<file path="config.mk">
export PLATFORM = sky130hd
export DESIGN_NAME = bpred_update_ctrl
export DESIGN_NICKNAME = d
export VERILOG_FILES = /design/src/rtl/bpred_pkg.sv /design/src/rtl/bpred_upd_fifo.sv /design/src/rtl/bpred_update_ctrl.sv
export SDC_FILE = /design/constraint.sdc
export NUM_CORES = 1
export LEC_CHECK = 0
export ABC_CLOCK_PERIOD_IN_PS = 2940
export CAP_MARGIN = 30
export CORE_ASPECT_RATIO = 1.1
export CORE_MARGIN = 2
export CORE_UTILIZATION = 50
export CTS_CLUSTER_DIAMETER = 30
export DETAILED_ROUTE_END_ITERATION = 10
export PLACE_DENSITY = 0.8
export SYNTH_ARGS = -nofsm -noshare
export SYNTH_HDL_FRONTEND = slang
export SYNTH_SLANG_ARGS = --single-unit
</file>
<file path="constraint.sdc">
create_clock -name Clk -period 2.94 [get_ports Clk]
set_input_delay 0.588 -clock Clk [delete_from_list [all_inputs] [get_ports Clk]]
set_output_delay 0.588 -clock Clk [all_outputs]
set_load 0.01 [all_outputs]
</file>
<file path="src/rtl/bpred_pkg.sv">
// Shared types and widths for the branch-predictor update controller:
// index/target widths, the FSM state encoding and the queued update record.
package bpred_pkg;

  localparam int BPRED_IDX_W = 5;
  localparam int BPRED_TGT_W = 30;

  // IDLE: nothing queued. PEND: updates queued, fetch has the read port.
  // FORCE: an update has waited too long and takes the port this cycle.
  typedef enum logic [1:0] {
    ST_IDLE  = 2'd0,
    ST_PEND  = 2'd1,
    ST_FORCE = 2'd2
  } bpred_state_e;

  // One resolved branch waiting to be written into the predictor table.
  typedef struct packed {
    logic [BPRED_IDX_W-1:0] idx;
    logic                   taken;
    logic [BPRED_TGT_W-1:0] target;
  } bpred_upd_t;

endpackage

</file>
<file path="src/rtl/bpred_upd_fifo.sv">
// Synchronous update queue with a single-cycle flush. The head entry is
// presented combinationally (all-zero when empty) so the table port mux in
// the top can drive it without an extra register stage.
module bpred_upd_fifo
  import bpred_pkg::*;
#(
  parameter int DEPTH = 4
) (
  input  logic       Clk,
  input  logic       Reset,
  input  logic       i_push,
  input  bpred_upd_t i_data,
  input  logic       i_pop,
  input  logic       i_flush,
  output bpred_upd_t o_head,
  output logic       o_empty,
  output logic       o_full,
  output logic       o_last
);

  localparam int PTR_W = $clog2(DEPTH);
  localparam int CNT_W = PTR_W + 1;

  bpred_upd_t       r_mem [DEPTH];
  logic [PTR_W-1:0] r_wr_ptr;
  logic [PTR_W-1:0] r_rd_ptr;
  logic [CNT_W-1:0] r_count;
  logic             w_push;
  logic             w_pop;

  assign o_empty = (r_count == '0);
  assign o_full  = (r_count == CNT_W'(DEPTH));
  assign o_last  = (r_count == CNT_W'(1));

  // A push into a full queue is refused even if the head pops this cycle.
  assign w_push = i_push & ~o_full & ~i_flush;
  assign w_pop  = i_pop & ~o_empty & ~i_flush;

  assign o_head = o_empty ? '0 : r_mem[r_rd_ptr];

  // Pointer and occupancy bookkeeping; DEPTH is a power of two so the
  // pointers wrap naturally at their bit width.
  // NOTE: state registers use non-blocking (<=) so every flop samples the
  // pre-edge values regardless of statement order.
  always_ff @(posedge Clk or negedge Reset) begin
    if (!Reset) begin
      r_wr_ptr <= '0;
      r_rd_ptr <= '0;
      r_count  <= '0;
    end else if (i_flush) begin
      r_wr_ptr <= '0;
      r_rd_ptr <= '0;
      r_count  <= '0;
    end else begin
      if (w_push) r_wr_ptr <= r_wr_ptr + PTR_W'(1);
      if (w_pop)  r_rd_ptr <= r_rd_ptr + PTR_W'(1);
      unique case ({w_push, w_pop})
        2'b10:   r_count <= r_count + CNT_W'(1);
        2'b01:   r_count <= r_count - CNT_W'(1);
        default: r_count <= r_count;
      endcase
    end
  end

  // Entry storage, written at the tail on an accepted push.
  // NOTE: the storage array has no reset; validity comes solely from the
  // reset pointers/count, which keeps it mappable to plain RAM.
  always_ff @(posedge Clk) begin
    if (w_push) r_mem[r_wr_ptr] <= i_data;
  end

endmodule

</file>
<file path="src/rtl/bpred_update_ctrl.sv">
// Branch predictor update controller: queues resolved branches and arbitrates
// the predictor's shared read port between fetch lookups and table updates
// (read-modify-write). Fetch has priority until an update has been denied
// STARVE_MAX consecutive cycles, after which one update is forced through.
// Optional build macro BPRED_UPDATE_CTRL_STATS_EN adds stat_writes and
// stat_forced wrapping counters.
module bpred_update_ctrl
  import bpred_pkg::*;
#(
  parameter int DEPTH      = 4,
  parameter int STARVE_MAX = 3
) (
  input  logic                   Clk,
  input  logic                   Reset,
  input  logic                   fetch_req,
  input  logic [BPRED_IDX_W-1:0] fetch_idx,
  output logic                   fetch_grant,
  output logic [BPRED_TGT_W-1:0] pred_target,
  output logic                   pred_taken,
  input  logic                   upd_valid,
  input  logic [BPRED_IDX_W-1:0] upd_idx,
  input  logic                   upd_taken,
  input  logic [BPRED_TGT_W-1:0] upd_target,
  output logic                   upd_ready,
  input  logic                   flush,
  output logic [BPRED_IDX_W-1:0] tbl_addrr,
  output logic [BPRED_IDX_W-1:0] tbl_addrw,
  output logic                   tbl_we,
  output logic                   tbl_next,
  output logic [BPRED_TGT_W-1:0] tbl_wdata,
  input  logic [BPRED_TGT_W:0]   tbl_rdata,
  output logic                   busy
`ifdef BPRED_UPDATE_CTRL_STATS_EN
  ,
  output logic [15:0]            stat_writes,
  output logic [15:0]            stat_forced
`endif
);

  localparam int                CNT_W      = $clog2(STARVE_MAX + 1);
  localparam logic [CNT_W-1:0] STARVE_LIM = CNT_W'(STARVE_MAX);

  bpred_state_e     r_state;
  logic [CNT_W-1:0] r_starve;
  logic [CNT_W-1:0] w_starve_inc;
  bpred_upd_t       w_in;
  bpred_upd_t       w_head;
  logic             w_empty;
  logic             w_full;
  logic             w_last;
  logic             w_push;
  logic             w_write;

  assign w_in = '{idx: upd_idx, taken: upd_taken, target: upd_target};

  bpred_upd_fifo #(
    .DEPTH (DEPTH)
  ) u_fifo (
    .Clk     (Clk),
    .Reset   (Reset),
    .i_push  (w_push),
    .i_data  (w_in),
    .i_pop   (w_write),
    .i_flush (flush),
    .o_head  (w_head),
    .o_empty (w_empty),
    .o_full  (w_full),
    .o_last  (w_last)
  );

  assign upd_ready = ~w_full;
  assign busy      = ~w_empty;
  assign w_push    = upd_valid & ~w_full & ~flush;

  // Decide whether the head update owns the table port this cycle.
  // NOTE: every always_comb output gets a default first so no path can
  // leave it unassigned and infer a latch.
  always_comb begin
    w_write = 1'b0;
    unique case (r_state)
      ST_PEND:  w_write = ~fetch_req;
      ST_FORCE: w_write = 1'b1;
      default:  w_write = 1'b0;
    endcase
    if (flush || w_empty) w_write = 1'b0;
  end

  // Port mux: lookup and update share the read address; write side always
  // shows the head fields.
  assign fetch_grant = fetch_req & ~w_write;
  assign pred_target = fetch_grant ? tbl_rdata[BPRED_TGT_W:1] : '0;
  assign pred_taken  = fetch_grant & tbl_rdata[0];
  assign tbl_addrr   = w_write ? w_head.idx : fetch_idx;
  assign tbl_addrw   = w_head.idx;
  assign tbl_we      = w_write;
  assign tbl_next    = w_head.taken;
  assign tbl_wdata   = w_head.target;

  assign w_starve_inc = (r_starve == STARVE_LIM) ? r_starve : r_starve + CNT_W'(1);

  // Arbitration FSM and starve counter.
  always_ff @(posedge Clk or negedge Reset) begin
    if (!Reset) begin
      r_state  <= ST_IDLE;
      r_starve <= '0;
    end else if (flush) begin
      r_state  <= ST_IDLE;
      r_starve <= '0;
    end else begin
      unique case (r_state)
        ST_IDLE: begin
          r_starve <= '0;
          if (w_push) r_state <= ST_PEND;
        end
        ST_PEND: begin
          if (fetch_req) begin
            r_starve <= w_starve_inc;
            if (w_starve_inc == STARVE_LIM) r_state <= ST_FORCE;
          end else begin
            r_starve <= '0;
            if (w_last && !w_push) r_state <= ST_IDLE;
          end
        end
        ST_FORCE: begin
          r_starve <= '0;
          r_state  <= (w_last && !w_push) ? ST_IDLE : ST_PEND;
        end
        default: begin
          r_starve <= '0;
          r_state  <= ST_IDLE;
        end
      endcase
    end
  end

`ifdef BPRED_UPDATE_CTRL_STATS_EN
  logic [15:0] r_stat_writes;
  logic [15:0] r_stat_forced;

  // Free-running activity counters; flush leaves them untouched.
  always_ff @(posedge Clk or negedge Reset) begin
    if (!Reset) begin
      r_stat_writes <= '0;
      r_stat_forced <= '0;
    end else begin
      if (w_write)             r_stat_writes <= r_stat_writes + 16'd1;
      if (r_state == ST_FORCE) r_stat_forced <= r_stat_forced + 16'd1;
    end
  end

  assign stat_writes = r_stat_writes;
  assign stat_forced = r_stat_forced;
`endif

endmodule

</file>
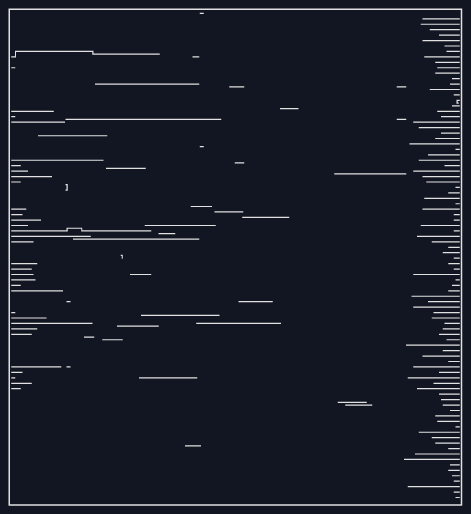
*Signal wires on met3*
Drawn at 4 px/um.
The wires run mostly horizontal. The longest straight run is 38.6 um. The layer holds 7.6% of the routed length. The layer carries 1,090 um of wire.
DRT Wirelength: 14,300 um
DR vias: 3,800
met3 Track Usage GR: 6.13%

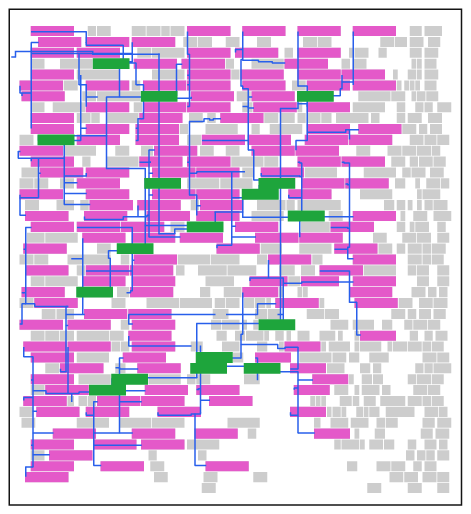
*Clock wires, drivers and flops*
Drawn at 4 px/um.
Key: blue = clock wires [length 1,640 um]; green = clock drivers [count 17]; magenta = flip-flops [count 155]
There are 18 routed clock nets. Position of the flops: spread over the die.
Clk. pwr: 2.32 mW
Clock Latency Late Sink: 0.41 ns

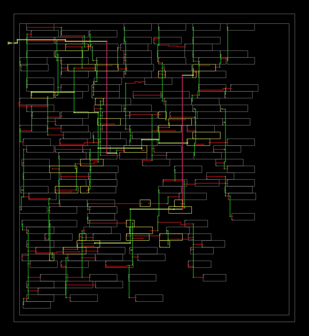
*The clock network*
clk_buf instances: 17
CTS Buf Count: 17

==> results.cfg <==
; flow metrics
[setup_path]
crit_fanout = 19
cp-end-kind = output port
crit_path_start_kind = flip-flop
crit_type = flip-flop to output port
crit_arrival_ns = 2.25
cp.required_ns = 2.35

[layout]
final_cells = 710
finalNetCount = 629
postLayoutCellArea_um2 = 9050
layout-drive-gt1-share_pct = 18.8
logic_area_um2 = 1790
layout-area-overhead-vs-synth_pct = 39.3
regArea_um2 = 4600
n_fill_cell = 807
diodes = 0

[pwr]
power.leakage_nw = 3.35
p_per_area_nw_per_um2 = 611
total_power_mw = 5.54
ir_drop_uv = 562

[logic_synthesis]
syn_area_per_cell_um2 = 18.0
topCellsByArea = edfxtp_1, mux4_2, dfrtp_1
synth_cell_type_count = 36
synthFlopType = edfxtp_1
ys.flops = 155
ys_cells = 362
ys_area_um2 = 6500
common_cells = edfxtp_1, nor2b_1, mux4_2
yosysWarnings = 0
yosysTopAreaCell = edfxtp_1
synthArstFlopShare_pct = 7.10
syn-cell-area_um2 = 6500
synth_dominant_cell_count = edfxtp_1
edf_count = 144
syn_inst = 362
fp_nets = 451
top_cell_area_share_pct = 66.5
ys_seq_share_pct = 70.8

[clocking]
htree_levels = 4
cts_resized = 37
cts_tree = yes
hold_buffers = 0
clkTransAtPathRegs_ns = 0.06
cts_setup_buffers = 3
cts-root-buf = clkbuf_16
cts.sinks = 155
cts_buffer_depth = 2

[outcome]
status = finished clean

[die]
ios = 153
dieArea_um2 = 13900
rows = 43
core-area_um2 = 12600
core_util_floorplan_pct = 51.4
die_w_um = 113
die_y_um = 124

[global_routing]
grt_pass1_wl_um = 21900
grt_usage_pct = 21.4
grt_pass1_vias = 4047
grt.overflow.total = 0
antenna_found_initial = 0
grt_max_degree = 33

[final_timing]
fin_crit_sh_pct = 96.5
fin_crit_ns = 2.84
timing_worst_slew_pin_value_ns = 0.522
max_slew_margin_pct = 65.1
hold_viol_final = 0
fmax_ghz = 0.352
skew_ns = 0.00751
final.setup.tns_ns = 0
finalSetupViolCount = 0
rsz0062_at_grt = no
maxSlewViolCount = 0

[job]
warnings = 35
maxCapViolations = 0

[drt]
drc = 0
dr.pass1.iters = 4
viasPerCell = 5.35
wl_per_cell_um = 20.2
drtIter0Drc = 201
ant_nets = 0

[placement]
dp_cells = 675
gp_congestion = 0.821
port-buffer-count = 152
placed_area_um2 = 8400
dp_hpwl_um = 9290

[hold_path]
hold_path_class = flip-flop to flip-flop
## per-layer routing
metal / vias up / share of wire [%] / GRT usage [%]
met5: - / 0 / 0
met4: 0 / 1.5 / 7.70
met3: 16 / 7.6 / 6.13
met2: 179 / 54 / 38.1
met1: 1876 / 37 / 25.0
li1: 1729 / - / -
## cells in the final DEF (no fill, tap or decap), drive strengths merged
| master | n |
|---|---|
| edfxtp | 144 |
| clkdlybuf4s50 | 111 |
| nor2b | 38 |
| mux4 | 36 |
| dlygate4sd2 | 33 |
| and2 | 32 |
| buf | 24 |
| nand2 | 21 |
| inv | 18 |
| clkbuf | 17 |
| ha | 12 |
| dfrtp | 11 |
| nor2 | 9 |
| dlymetal6s2s | 8 |
| and3 | 4 |
| bufinv | 4 |
| mux2i | 3 |
| mux2 | 3 |
| clkinv | 3 |
| nand2b | 2 |
| nor3 | 2 |
| xnor2 | 2 |
| clkinvlp | 2 |
| nand3b | 1 |
| a21oi | 1 |
| a211o | 1 |
| o31a | 1 |
| a21boi | 1 |
| a22o | 1 |
| xnor3 | 1 |
| nor3b | 1 |
| o21ai | 1 |
| nor4b | 1 |
| or3 | 1 |
| o32ai | 1 |
| a21bo | 1 |
| o31ai | 1 |
## flip-flops by register name, indices dropped and copies added (netlist names)
register,flops
u_fifo.r_mem,144
r_starve,2
u_fifo.r_count,3
u_fifo.r_rd_ptr,2
u_fifo.r_wr_ptr,2
r_state,2
## final cells by class
class,instances,area share [%]
flip-flops and latches,155,50.8
multi-input cells,178,19.8
repair buffers,176,19.6
clock buffers,17,4.70
clock inverters,15,2.32
well taps,157,2.17
inverters,12,0.525
## kinds of logic (layout without fill, tap and decap cells)
kind of cell | Yosys count | after routing | synth area share, %
flip-flops | 155 | 155 | 70.8
AND/OR/NAND/NOR | 112 | 112 | 9.66
multiplexers | 42 | 42 | 13.6
buffers and inverters | 29 | 220 | 2.00
adder cells (fa/ha/maj) | 12 | 12 | 2.31
AND-OR/OR-AND | 9 | 9 | 1.08
XOR/XNOR | 3 | 3 | 0.616
## worst paths after layout
check | from | to | slack, ns | cells after the start
max reg2reg | r_state[0] | u_fifo.r_count[1] | 0.86 | 8
max in group asynchronous | Reset | u_fifo.r_rd_ptr[0] | 2.04 | 1
min reg2reg | r_starve[0] | r_starve[0] | 0.45 | 1
min in group asynchronous | Reset | u_fifo.r_count[1] | 0.52 | 1
max | u_fifo.r_rd_ptr[0] | tbl_wdata[12] | 0.10 | 4
min | r_starve[0] | r_starve[0] | 0.45 | 1
## report_power, final
| group | internal (mW) | switching, mW |
|---|---|---|
| sequential | 2.49 | 0.0280 |
| combinational | 0.378 | 0.320 |
| clock | 1.44 | 0.877 |
## critical path: stages, from the launching register on
cell and delay (ns):
dfrtp_2 0.43, buf_12 0.22, mux4_2 0.53, nor2b_1 0.16, clkdlybuf4s50_1 0.48
## stage by stage
step | hold slack, ns | util [%] | setup WS, ns
after floorplan | 0.292 | - | 0.478
after global placement | 0.435 | 66.4 | 0.0402
after detailed placement | 0.447 | 66.4 | 0.0115
after CTS | 0.454 | 71.4 | 0.00993
after global routing | 0.481 | 71.6 | 0.00197
final | 0.452 | 71.6 | 0.103
Power figures rest on the tool's default switching activity, not on a simulated workload.
